### config.mk
export PLATFORM = sky130hd
export DESIGN_NAME = mem_arb2
export DESIGN_NICKNAME = d
export VERILOG_FILES = /design/src/rtl/mem_arb_pkg.sv /design/src/rtl/mem_arb_idq.sv /design/src/rtl/mem_arb2.sv
export SDC_FILE = /design/constraint.sdc
export NUM_CORES = 1
export LEC_CHECK = 0
export ABC_CLOCK_PERIOD_IN_PS = 1890
export CORE_MARGIN = 2
export CORE_UTILIZATION = 30
export CTS_CLUSTER_SIZE = 12
export DETAILED_ROUTE_END_ITERATION = 10
export PLACE_DENSITY = 0.77
export REMOVE_ABC_BUFFERS = 1
export SLEW_MARGIN = 20
export SYNTH_ARGS = -nofsm -noshare
export SYNTH_HDL_FRONTEND = slang
export SYNTH_SLANG_ARGS = --single-unit
### constraint.sdc
create_clock -name clk -period 1.89 [get_ports clk]
set_clock_uncertainty 0.05 [all_clocks]
set_input_delay 0.4725 -clock clk [delete_from_list [all_inputs] [get_ports clk]]
set_output_delay 0.4725 -clock clk [all_outputs]
set_load 0.05 [all_outputs]
### src/rtl/mem_arb_pkg.sv
// Shared types and defaults for the two-master memory bus arbiter.
package mem_arb_pkg;

  localparam int MEM_AW_DEF = 16;
  localparam int MEM_DW_DEF = 32;

  typedef logic id_t;

  localparam id_t ID_M0 = 1'b0;
  localparam id_t ID_M1 = 1'b1;

endpackage

### src/rtl/mem_arb_idq.sv
// In-order queue of master IDs for outstanding reads; the head names the owner of the next response.
module mem_arb_idq
  import mem_arb_pkg::*;
#(
  parameter int DEPTH = 4
) (
  input  logic clk,
  input  logic rst_n,
  input  logic push,
  input  id_t  push_id,
  input  logic pop,
  output logic full,
  output logic empty,
  output id_t  head
);

  localparam int AW = (DEPTH > 1) ? $clog2(DEPTH) : 1;
  localparam int CW = $clog2(DEPTH + 1);

  id_t           slots [DEPTH];
  logic [AW-1:0] wr_ptr;
  logic [AW-1:0] rd_ptr;
  logic [CW-1:0] count;
  logic          do_push;
  logic          do_pop;

  // A push into a full queue is only legal when a pop frees the head slot in the same cycle.
  assign do_push = push & (~full | pop);
  assign do_pop  = pop & ~empty;
  assign full    = (count == CW'(DEPTH));
  assign empty   = (count == '0);
  assign head    = slots[rd_ptr];

  always_ff @(posedge clk) begin
    if (do_push) slots[wr_ptr] <= push_id;
  end

  always_ff @(posedge clk or negedge rst_n) begin
    if (!rst_n) begin
      wr_ptr <= '0;
      rd_ptr <= '0;
      count  <= '0;
    end else begin
      if (do_push) wr_ptr <= wr_ptr + 1'b1;
      if (do_pop)  rd_ptr <= rd_ptr + 1'b1;
      case ({do_push, do_pop})
        2'b10:   count <= count + 1'b1;
        2'b01:   count <= count - 1'b1;
        default: count <= count;
      endcase
    end
  end

endmodule

### src/rtl/mem_arb2.sv
// Round-robin arbiter giving m0/m1 a shared single-port memory bus, with in-order read return routing.
module mem_arb2
  import mem_arb_pkg::*;
#(
  parameter int MEM_AW = MEM_AW_DEF,
  parameter int MEM_DW = MEM_DW_DEF,
  parameter int OUTST  = 4
) (
  input  logic              clk,
  input  logic              rst_n,
  input  logic              m0_req,
  input  logic              m0_write,
  input  logic [MEM_AW-1:0] m0_addr,
  input  logic [MEM_DW-1:0] m0_wdata,
  output logic              m0_gnt,
  output logic              m0_rdata_vld,
  output logic [MEM_DW-1:0] m0_rdata,
  input  logic              m1_req,
  input  logic              m1_write,
  input  logic [MEM_AW-1:0] m1_addr,
  input  logic [MEM_DW-1:0] m1_wdata,
  output logic              m1_gnt,
  output logic              m1_rdata_vld,
  output logic [MEM_DW-1:0] m1_rdata,
  output logic              mem_req,
  output logic              mem_write,
  output logic [MEM_AW-1:0] mem_addr,
  output logic [MEM_DW-1:0] mem_wdata,
  input  logic              mem_rdata_vld,
  input  logic [MEM_DW-1:0] mem_rdata,
  output logic              err_unexp_rsp
);

  logic              q_full;
  logic              q_empty;
  id_t               q_head;
  id_t               last_gnt;
  logic              m0_elig;
  logic              m1_elig;
  logic              accept;
  id_t               sel_id;
  logic              sel_write;
  logic [MEM_AW-1:0] sel_addr;
  logic [MEM_DW-1:0] sel_wdata;
  logic              push;
  logic              pop;

  // Full comes from the registered count only, so a pop this cycle does not free a slot until next cycle.
  assign m0_elig = rst_n & m0_req & (m0_write | ~q_full);
  assign m1_elig = rst_n & m1_req & (m1_write | ~q_full);

  always_comb begin
    m0_gnt = 1'b0;
    m1_gnt = 1'b0;
    if (m0_elig && m1_elig) begin
      if (last_gnt == ID_M1) m0_gnt = 1'b1;
      else                   m1_gnt = 1'b1;
    end else if (m0_elig) begin
      m0_gnt = 1'b1;
    end else if (m1_elig) begin
      m1_gnt = 1'b1;
    end
  end

  assign accept    = m0_gnt | m1_gnt;
  assign sel_id    = m1_gnt ? ID_M1 : ID_M0;
  assign sel_write = m1_gnt ? m1_write : m0_write;
  assign sel_addr  = m1_gnt ? m1_addr  : m0_addr;
  assign sel_wdata = m1_gnt ? m1_wdata : m0_wdata;

  assign push = accept & ~sel_write;
  assign pop  = mem_rdata_vld & ~q_empty;

  assign m0_rdata_vld = pop & (q_head == ID_M0);
  assign m1_rdata_vld = pop & (q_head == ID_M1);
  assign m0_rdata     = mem_rdata;
  assign m1_rdata     = mem_rdata;

  mem_arb_idq #(.DEPTH(OUTST)) u_idq (
    .clk     (clk),
    .rst_n   (rst_n),
    .push    (push),
    .push_id (sel_id),
    .pop     (pop),
    .full    (q_full),
    .empty   (q_empty),
    .head    (q_head)
  );

  // last_gnt resets to m1 so that m0 wins the first contention.
  always_ff @(posedge clk or negedge rst_n) begin
    if (!rst_n) begin
      mem_req       <= 1'b0;
      mem_write     <= 1'b0;
      mem_addr      <= '0;
      mem_wdata     <= '0;
      last_gnt      <= ID_M1;
      err_unexp_rsp <= 1'b0;
    end else begin
      mem_req   <= accept;
      mem_write <= accept & sel_write;
      if (accept) begin
        mem_addr  <= sel_addr;
        mem_wdata <= sel_wdata;
        last_gnt  <= sel_id;
      end
      if (mem_rdata_vld && q_empty) err_unexp_rsp <= 1'b1;
    end
  end

endmodule

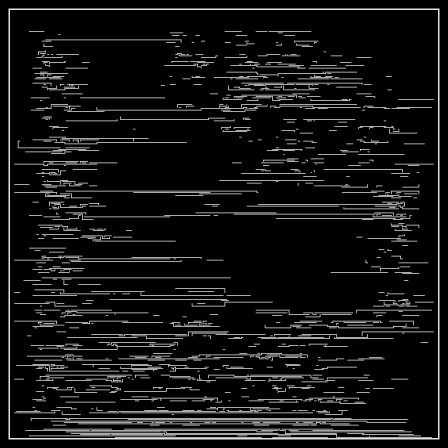
run_1/m1.png
wire length on this layer: 4,930 um
share of all routed wire: 38%
nets with wire on the layer: 506
longest straight run: 79.3 um
via count: 2,995
met1 routing resource usage after global routing: 25.2%
detailed-route wire length: 13.0 mm

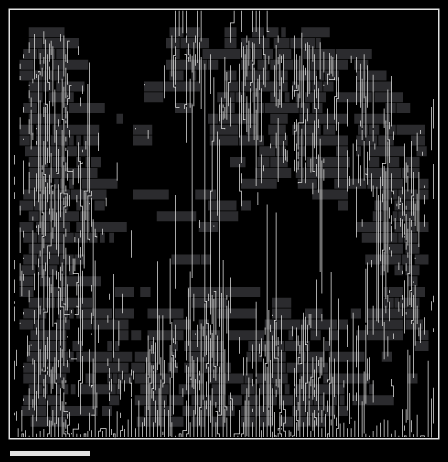
run_1/m2.png
Bar = 20 um.
nets with wire on the layer: 529
longest straight run: 59.7 um
share of all routed wire: 43%
wire length on this layer: 5,560 um
grt met2 use: 31.7%

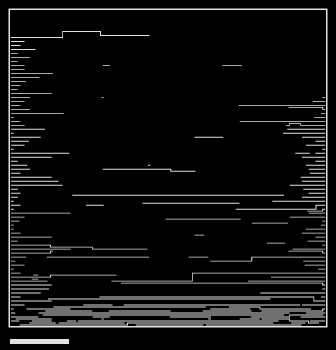
run_1/m3.png
Bar = 20 um.
nets with wire on the layer: 143
longest straight run: 85.1 um

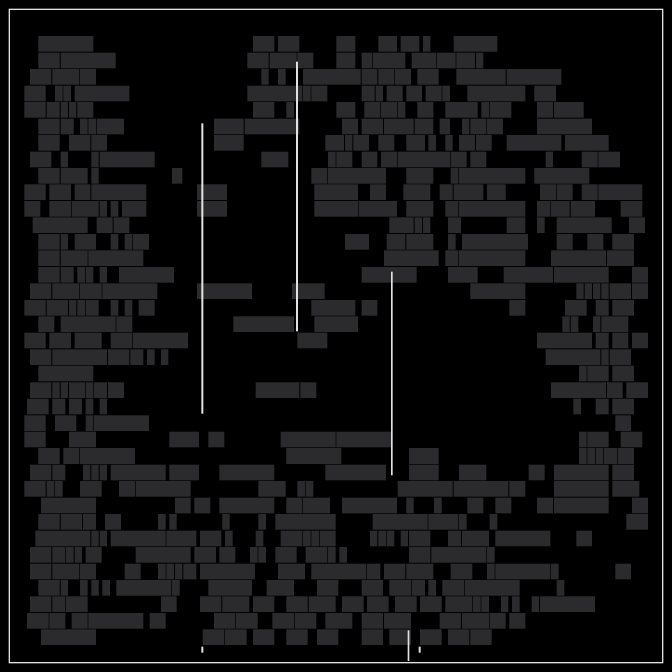
run_1/m4.png
main direction: vertical
longest straight run: 47.6 um
share of all routed wire: 1.0%
wire length on this layer: 131 um

==> run 1: flip-flops by register name (all words and copies together), names as in the netlist <==
register       flops
u_idq.rd_ptr       2
u_idq.count        3
mem_write          1
u_idq.slots        4
u_idq.wr_ptr       2
mem_req            1
err_unexp_rsp      1
mem_wdata         32
last_gnt           1
mem_addr          16
==> run 1: metal layers <==
layer,up-vias,share of wire [%],GRT usage (%)
li1,1344,-,-
met1,1419,38,25.2
met2,217,43,31.7
met3,13,18,17.7
met4,2,1.0,6.87
met5,-,0.27,6.67
==> run 1: what timing repair did <==
action                     in CTS  in global routing
setup endpoints to repair      59                 54
buffers inserted                5                  0
pin swaps                       6                  2
hold buffers                    0                  0
gates cloned                    3                  2
gates resized                  44                 15
==> run 1: path summary, 6_finish.rpt <==
path | from | endpoint | slack, ps | cells after the start
max | u_idq.count[0]$_DFFE_PN0P_ | m0_gnt | -450 | 4
min | rst_n | u_idq.count[0]$_DFFE_PN0P_ | 90 | 2
max reg2reg | u_idq.count[0]$_DFFE_PN0P_ | u_idq.count[2]$_DFFE_PN0P_ | -220 | 12
min reg2reg | err_unexp_rsp$_DFFE_PN0P_ | err_unexp_rsp$_DFFE_PN0P_ | 420 | 1
max in group asynchronous | rst_n | err_unexp_rsp$_DFFE_PN0P_ | 930 | 2
min in group clk | err_unexp_rsp$_DFFE_PN0P_ | err_unexp_rsp$_DFFE_PN0P_ | 420 | 1
==> run 1: power groups by stage <==
| stage | registers (W) | logic, W | clock network (W) |
|---|---|---|---|
| 6_report | 0.00201 | 0.00333 | 0.00111 |
| 5_1_grt | 0.00205 | 0.00354 | 0.00123 |
| 4_1_cts | 0.00200 | 0.00325 | 0.00115 |
| 3_5_place_dp | 0.00203 | 0.00304 | 0 |
| 3_3_place_gp | 0.00201 | 0.00298 | 0 |
| 2_1_floorplan | 0.00299 | 0.000775 | 0 |
==> run 1: worst max-delay path, cell delays in order (launching register included) <==
cell                      delay, ps
sky130_fd_sc_hd__dfrtp_1        400
sky130_fd_sc_hd__or4b_4         540
sky130_fd_sc_hd__a211o_4        360
sky130_fd_sc_hd__inv_4           60
sky130_fd_sc_hd__buf_8          130
==> run 1: kinds of logic after synthesis <==
logic type	after synthesis	synth area share, %
compound gates	57	11.7
xor+xnor	6	1.63
fa+ha+maj	6	2.56
buf+inv	90	18.3
flops	63	49.6
mux	3	1.36
simple gates	115	14.8
==> run 1: per-stage QoR <==
step	util, %	power (W)
4_1_cts	49.2	0.00640
2_1_floorplan	-	0.00376
5_1_grt	50.5	0.00682
3_3_place_gp	44.5	0.00499
3_5_place_dp	44.5	0.00507
6_report	50.5	0.00644
==> run 1: cell type report <==
type	instances	area [um^2]	area share, %
sequential	63	1600	30.5
timing repair buffer	199	1950	37.2
clock buffer	15	186	3.56
multi-input combinational	187	1290	24.7
tap	136	170	3.25
inverter	11	43.8	0.836
==> run summary, run 1 <==
Implementation status.

- The flow ran to the end, but the final reports show violations.
- The checks that failed: negative setup slack.
- The share of power burned in the clock network is roughly 17%.
- The CTS buffer count is 9.
- The commonest register cell is sky130_fd_sc_hd__dfrtp_1.
- The most frequent logic cell in the layout is sky130_fd_sc_hd__nor2_1.
- The leakage component of the power is 2.25 nW.
- Looking at the clock tree report, the root buffer type is sky130_fd_sc_hd__clkbuf_8.
- Yosys reports a chip area of 3220 um^2.
- sky130_fd_sc_hd__dfrtp_1 takes more of the synthesized area than any other cell.
- The number of register bits inferred by synthesis is 63.
- The sort of element at the start of the critical path is a register.
- The worst setup path is of the register to output port kind.
- The commonest cells after synthesis are sky130_fd_sc_hd__nor2_1 (99), sky130_fd_sc_hd__buf_4 (64), sky130_fd_sc_hd__dfrtp_1 (58), sky130_fd_sc_hd__o22ai_1 (49).
- The placeable core region is around 10,000 um^2.
- Per the layout report, the design carries between 900 and 1,000 filler cells.
- The max-slew violation count is 0.
- Port buffering added 157 buffers.
- Setup repair after global routing could not meet its margin everywhere.
- The die footprint is approximately 12,000 um^2.
- Across all setup checks in the final design, the least slack found is -453 ps.
- Hold-check failures listed in the final report amount to 0.
- The power density normalized to cell area is 1230 nW/um^2.
- The leading cell type by number of instances after synthesis is sky130_fd_sc_hd__nor2_1.
- The count of mapped cells out of synthesis is around 340.
- The tightest slew margin relative to the limit is 50.9%.
- Counting tap cells, the placed design contains a total of ~590 instances.
- The kind of path behind the tightest hold check is input port to async pin.
- The share of total power dissipated in sequential elements is approximately 31%.
- The cell row count is 37.
- The HPWL after detailed placement is around 9.4 mm.
- 0 antenna diodes ended up in the layout.
- The type of destination of the critical path is an output port.
- The I/O pin count is between 200 and 300.
- Per the run report, area growth between synthesis and finish was 62.7%.
- The area share of the leading cell type in the synthesized netlist is ~45%.
- The horizontal die dimension is roughly 110 um.
- The pin count of the biggest net entering global routing is between 50 and 60.
- The warning tally printed by Yosys for this design is 0.
- The switching part of the total is between 40 and 50%.
- The die height is ~110 um.
- The pre-antenna-repair detailed-routing pass consisted of 4 iterations.
- The floorplan utilization is between 30% and 40%.
- The power report puts the net switching power at ~0.0027 W.
- Per the finish-stage timing summary, setup violations number between 50 and 60.
- The clock tree from TritonCTS is built.
- Cells with a size suffix above 1 make up between 30% and 40% of the layout.
- The proportion of synthesized chip area in sequential cells is approximately 50%.
- The share of synthesized registers carrying an async set or reset is a little over nine tenths.
- In the global route stage, overall resource usage came out at 22.4%.
- The finished layout holds a little over 600 standard cells, fillers aside.
- In the CTS report, the clock slew at the register clock pins of the worst setup and hold paths is listed as 60 ps.
- By area the synthesized netlist is led by sky130_fd_sc_hd__dfrtp_1 (45%), sky130_fd_sc_hd__buf_4 (15%), sky130_fd_sc_hd__nor2_1 (12%).
- The highest achievable clock rate is ~0.43 GHz.
- The tally of max-capacitance violations is 0.
- At the end of routability-driven placement, the weighted congestion stood at about 0.83.
- The post-detailed-route wirelength per cell is around 21 um.
- In this run the tools logged warnings totalling 30.
- Per report_power, the combinational group accounts for approximately half of the total.
- The slew at the pin closest to its max-slew limit is 736 ps.
- The total congestion overflow after global routing is 0.
- Per the detail_route report, DRC violations left total 0.
- The total number of clock tree sinks is between 60 and 70.
- The first-pass GRT wire length is 18.6 mm.
- In the layout the commonest cells are sky130_fd_sc_hd__nor2_1 (98), sky130_fd_sc_hd__clkdlybuf4s50_1 (97), sky130_fd_sc_hd__buf_4 (80), sky130_fd_sc_hd__dfrtp_1 (57), sky130_fd_sc_hd__o22ai_2 (27).
- After layout, the worst path uses 124% of the clock period.
- Dividing the synthesized area by the synthesized cell count gives around 9.5 um^2.
- The worst hold margin is roughly 93 ps.
- The number of global-route vias before repair is approximately 3,200.
- Summing every instance area after synthesis gives 3220 um^2.
- In this run the cell area measured after placement is ~4600 um^2.
- For this run, the detailed router reports a per-instance via density of roughly 4.9.
- After layout, the minimum clock period comes to about 2300 ps.
- The count of routing violations after the opening detailed-route iteration is 135.
- The accumulated negative setup slack is -7440 ps.
- The internal power consumption is around 0.0037 W.
- The worst supply voltage drop on vdd is roughly 0.59 mV.
- Looking at the clock tree report, the H-tree level count equals 3.
- STA puts the critical path data required time at 1370 ps.
- The clock latency on the worst-skew pair is 330 ps.
- The post-synthesis cell type count is 33.
- The final-stage net count is approximately 610.
- With fillers left out, the area of the finished cells amounts to between 5000 and 6000 um^2.
- The antenna violation net count after detailed routing is 0.
- The maximum root-to-sink buffer count is 2.
- STA puts the critical path data arrival time at 1820 ps.
- The cell total in the yosys stat output is between 300 and 400.
- Per the post-place timing report, worst setup slack is -740 ps.
- Yosys mapped a number of flops with a built-in enable equal to 4.
- The initial antenna violation count is 0.
- The critical path maximum fanout is 2.
run_1/congestion_map.png
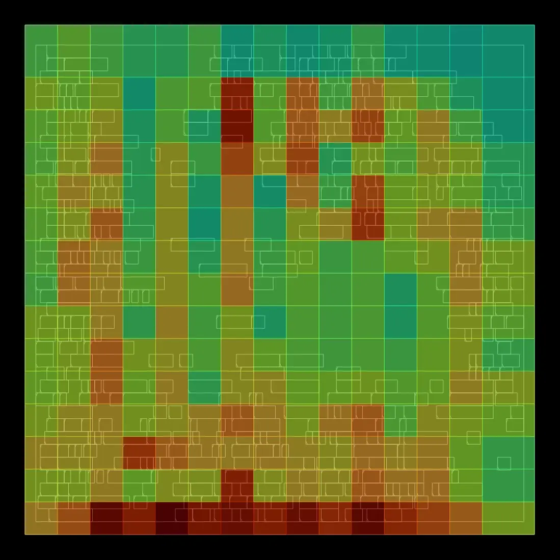

==> run 2: changes to the inputs <==
--- a/config.mk
+++ b/config.mk
@@ -5,9 +5,9 @@
 export SDC_FILE = /design/constraint.sdc
 export NUM_CORES = 1
 export LEC_CHECK = 0
+export ABC_AREA = 1
 export ABC_CLOCK_PERIOD_IN_PS = 1890
-export CORE_MARGIN = 2
-export CORE_UTILIZATION = 30
+export CORE_UTILIZATION = 31
 export CTS_CLUSTER_SIZE = 12
 export DETAILED_ROUTE_END_ITERATION = 10
 export PLACE_DENSITY = 0.77
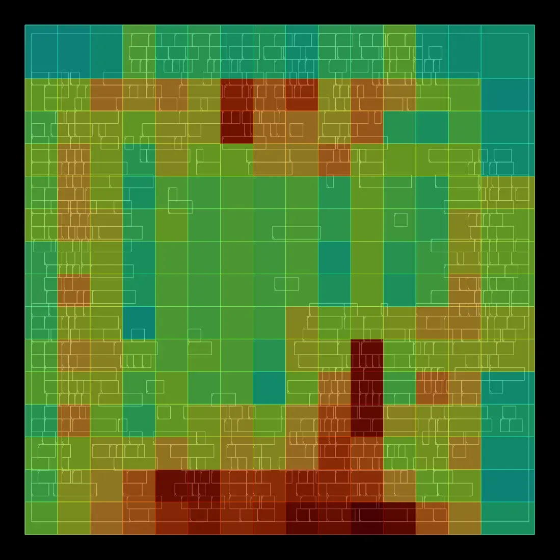
run_2/congestion_map.png
utilization after layout: 47.7%
global-route usage over all layers: 20.9%
grt met2 use: 27.7%
busiest grt layer: met2
met1 routing resource usage after global routing: 26.4%

==> run 2 against run 1 <==
The flow still finishes with violations (negative setup slack). First-iteration DRC count is 76% higher. Sequential power hardly changed. Non-clock buffer count is 7 lower. Die area is 0.59% higher. Register-to-register slack worse by 70 ps. Utilization is 2.9 points lower. Synthesized cell count is 22% higher.
==> run summary, run 2 <==
Implementation status.

- The chip area line of the yosys report is 3480 um^2.
- The combinational power share is between 50% and 60%.
- In the Yosys report, the sequential cells make up between 40% and 50% of the chip area.
- The accumulated negative setup slack is -1330 ps.
- The commonest cells after synthesis are sky130_fd_sc_hd__nand2_1 (115), sky130_fd_sc_hd__nand3_1 (101), sky130_fd_sc_hd__buf_4 (71), sky130_fd_sc_hd__dfrtp_1 (58), sky130_fd_sc_hd__inv_1 (18).
- The top register by number of flip-flops is mem_wdata.
- For the worst flop-to-flop path, the logic depth is 12.
- The setup slack on the worst flop-to-flop path is -290 ps.
- The floorplan step defined a core boundary enclosing ~11,000 um^2.
- The total number of clock tree sinks is between 60 and 70.
- The pin count of the biggest net entering global routing is approximately 60.
- Looking at the clock tree report, the maximum root-to-sink buffer count equals 2.
- The combinational cell area excluding buffers and inverters is ~1300 um^2.
- STA classifies the critical path startpoint as an input port.
- Post-synth the commonest register cell is sky130_fd_sc_hd__dfrtp_1.
- The post-route minimum period is 2220 ps.
- The die height is between 100 and 150 um.
- The top routing layer in use is met5.
- The analysis attributes to net switching a power of slightly below 0.003 W.
- The highest achievable clock rate is roughly 0.45 GHz.
- Detailed-route iteration 0 reported a violation count of about 240.
- After detailed placement, the design holds a cell count of 649.
- From left edge to right edge, the die measures between 100 and 150 um.
- The critical path ends at u_idq.count[2]$_DFFE_PN0P_.
- The run finished, with violations left.
- The count of non-filler cells in the finished layout is just under 700.
- The worst path setup slack after routing is -328 ps.
- The post-synthesis area per instance is around 8.4 um^2.
- The launching point of the worst reg2reg path is u_idq.count[1]$_DFFE_PN0P_.
- In the Yosys report the total cell count is about 420.
- In the detailed route, the total length drawn on met2 is roughly 5.1 mm.
- The first-pass GRT wire length is 17.6 mm.
- The arrival time reported for the critical path endpoint is 2380 ps.
- The final-stage net count is 676.
- Clock-pin slew was measured on the worst setup and hold paths at ~70 ps.
- The type of destination of the critical path is a register.
- Total power normalized to cell area comes to 1280 nW/um^2.
- The detailed router reports a met3 wire length of a little under 2 mm.
- The share of total power dissipated in sequential elements is around 30%.
- Counting the fill cells in the layout gives approximately 1,000.
- The share of power burned in the clock network is 16.8%.
- The leading cell type by number of instances after synthesis is sky130_fd_sc_hd__nand2_1.
- The global placement routability congestion is about 0.74.
- The routed via count is roughly 3,300.
- The destination of the worst register-to-register timing path is u_idq.count[2]$_DFFE_PN0P_.
- The layout report lists the combined flip-flop and latch area as between 1500 and 2000 um^2.
- The count of TritonRoute iterations in the first routing pass is 4.
- In the routed design, unresolved DRC markers number 0.
- The leakage component of the power is 2.43 nW.
- The cell at the root of the clock tree is sky130_fd_sc_hd__clkbuf_8.
- In the final report, the number of endpoints failing setup comes to 7.
- The final reports fail on negative setup slack.
- At the pin with the least slew margin, the transition time is ~740 ps.
- Per the cell usage report, the commonest logic cells after layout are sky130_fd_sc_hd__nand2_1 (111), sky130_fd_sc_hd__nand3_1 (100), sky130_fd_sc_hd__clkdlybuf4s50_1 (98), sky130_fd_sc_hd__buf_4 (74), sky130_fd_sc_hd__dfrtp_1 (57).
- Cells with a size suffix above 1 make up between 20% and 30% of the layout.
- In the Yosys stats the netlist draws on 25 distinct library cells.
- CTS added clock buffers totalling 9.
- The registers reported with the highest flop counts are mem_wdata x32, mem_addr x16, u_idq.slots x4.
- The flip-flop count of the largest register, all copies and words added is 32.
- After synthesis the cells add up to roughly 3500 um^2.
- The tightest slew margin relative to the limit is 50.5%.
- The top cell type by total area after synthesis is sky130_fd_sc_hd__dfrtp_1.
- The clock tree from TritonCTS is built.
- The overall die size recorded for this design is roughly 12,000 um^2.
- After synthesis, the cell types taking the most area are sky130_fd_sc_hd__dfrtp_1 (42%), sky130_fd_sc_hd__buf_4 (15%), sky130_fd_sc_hd__nand3_1 (15%).
- The final critical-path share of the clock period is 117%.
- The total of buffers placed on input and output ports is approximately 160.
- The count of mapped cells out of synthesis is ~420.
run 2: repair_timing:
| item | 4_1_cts | 5_1_grt |
|---|---|---|
| cloned | 2 | 0 |
| hold buffers | 0 | 0 |
| setup buffers | 9 | 9 |
| setup endpoints to repair | 60 | 62 |
| gates resized | 35 | 19 |
| pin swaps | 9 | 10 |
run 2: cells by family after synthesis:
kind of cell / share of synthesized area [%]
xor gates and xnor gates: 0.756
buffers and inverters: 19.9
adders and majority gates: 2.37
AOI/OAI and AO/OA: 1.26
DFF: 45.9
and+or+nand+nor: 29.8
run 2: layer usage:
layer / vias up / global-route usage (%)
li1: 1513 / -
met5: - / 10.7
met4: 2 / 5.77
met1: 1581 / 26.4
met3: 13 / 13.6
met2: 220 / 27.7
run 2: area by class of cell:
cell class                 count  share of cell area [%]
sequential                    63                    30.8
timing repair buffer         192                    35.7
tap                          140                    3.38
multi-input combinational    248                    24.8
inverter                      21                    1.71
clock inverter                 4                   0.916
clock buffer                  12                    2.60
run 2: metrics by stage:
| stage | util (%) | instance area, um^2 | worst slack, ps | hold slack (ps) |
|---|---|---|---|---|
| 2_1_floorplan | - | 2870 | -541 | 127 |
| 6_report | 47.7 | 5190 | -328 | 301 |
| 5_1_grt | 47.7 | 5190 | -394 | 369 |
| 3_5_place_dp | 43.2 | 4710 | -705 | 426 |
| 4_1_cts | 47.2 | 5130 | -240 | 327 |
| 3_3_place_gp | 43.2 | 4710 | -642 | 423 |
run 2: worst min path at each step:
stage	startpoint	endpoint	slack [ps]	cells past startpoint
6_report	rst_n	u_idq.count[0]$_DFFE_PN0P_	300	2
5_1_grt	rst_n	mem_wdata[29]$_DFFE_PN0P_	370	2
2_1_floorplan	rst_n	err_unexp_rsp$_DFFE_PN0P_	130	0
3_3_place_gp	err_unexp_rsp$_DFFE_PN0P_	err_unexp_rsp$_DFFE_PN0P_	420	1
3_5_place_dp	err_unexp_rsp$_DFFE_PN0P_	err_unexp_rsp$_DFFE_PN0P_	430	1
4_1_cts	rst_n	mem_wdata[21]$_DFFE_PN0P_	330	2
run 2: power groups by stage:
stage	clock network [W]	registers, W	logic, W
2_1_floorplan	0	0.00306	0.000824
4_1_cts	0.00116	0.00204	0.00342
3_3_place_gp	0	0.00203	0.00309
5_1_grt	0.00122	0.00209	0.00370
3_5_place_dp	0	0.00204	0.00314
6_report	0.00112	0.00204	0.00349
run 2: worst max-delay path, cell delays in order:
cell and delay (ps):
sky130_fd_sc_hd__clkdlybuf4s50_1 460, sky130_fd_sc_hd__nand2_1 60, sky130_fd_sc_hd__inv_1 100, sky130_fd_sc_hd__nand2_4 80, sky130_fd_sc_hd__inv_4 80, sky130_fd_sc_hd__nand3_1 120, sky130_fd_sc_hd__nand3_4 120, sky130_fd_sc_hd__ha_4 130
sky130_fd_sc_hd__inv_2 40, sky130_fd_sc_hd__fa_2 350, sky130_fd_sc_hd__a21oi_2 150, sky130_fd_sc_hd__o21ai_2 70, sky130_fd_sc_hd__xor2_1 140
Power figures rest on the tool's default switching activity, not on a simulated workload.
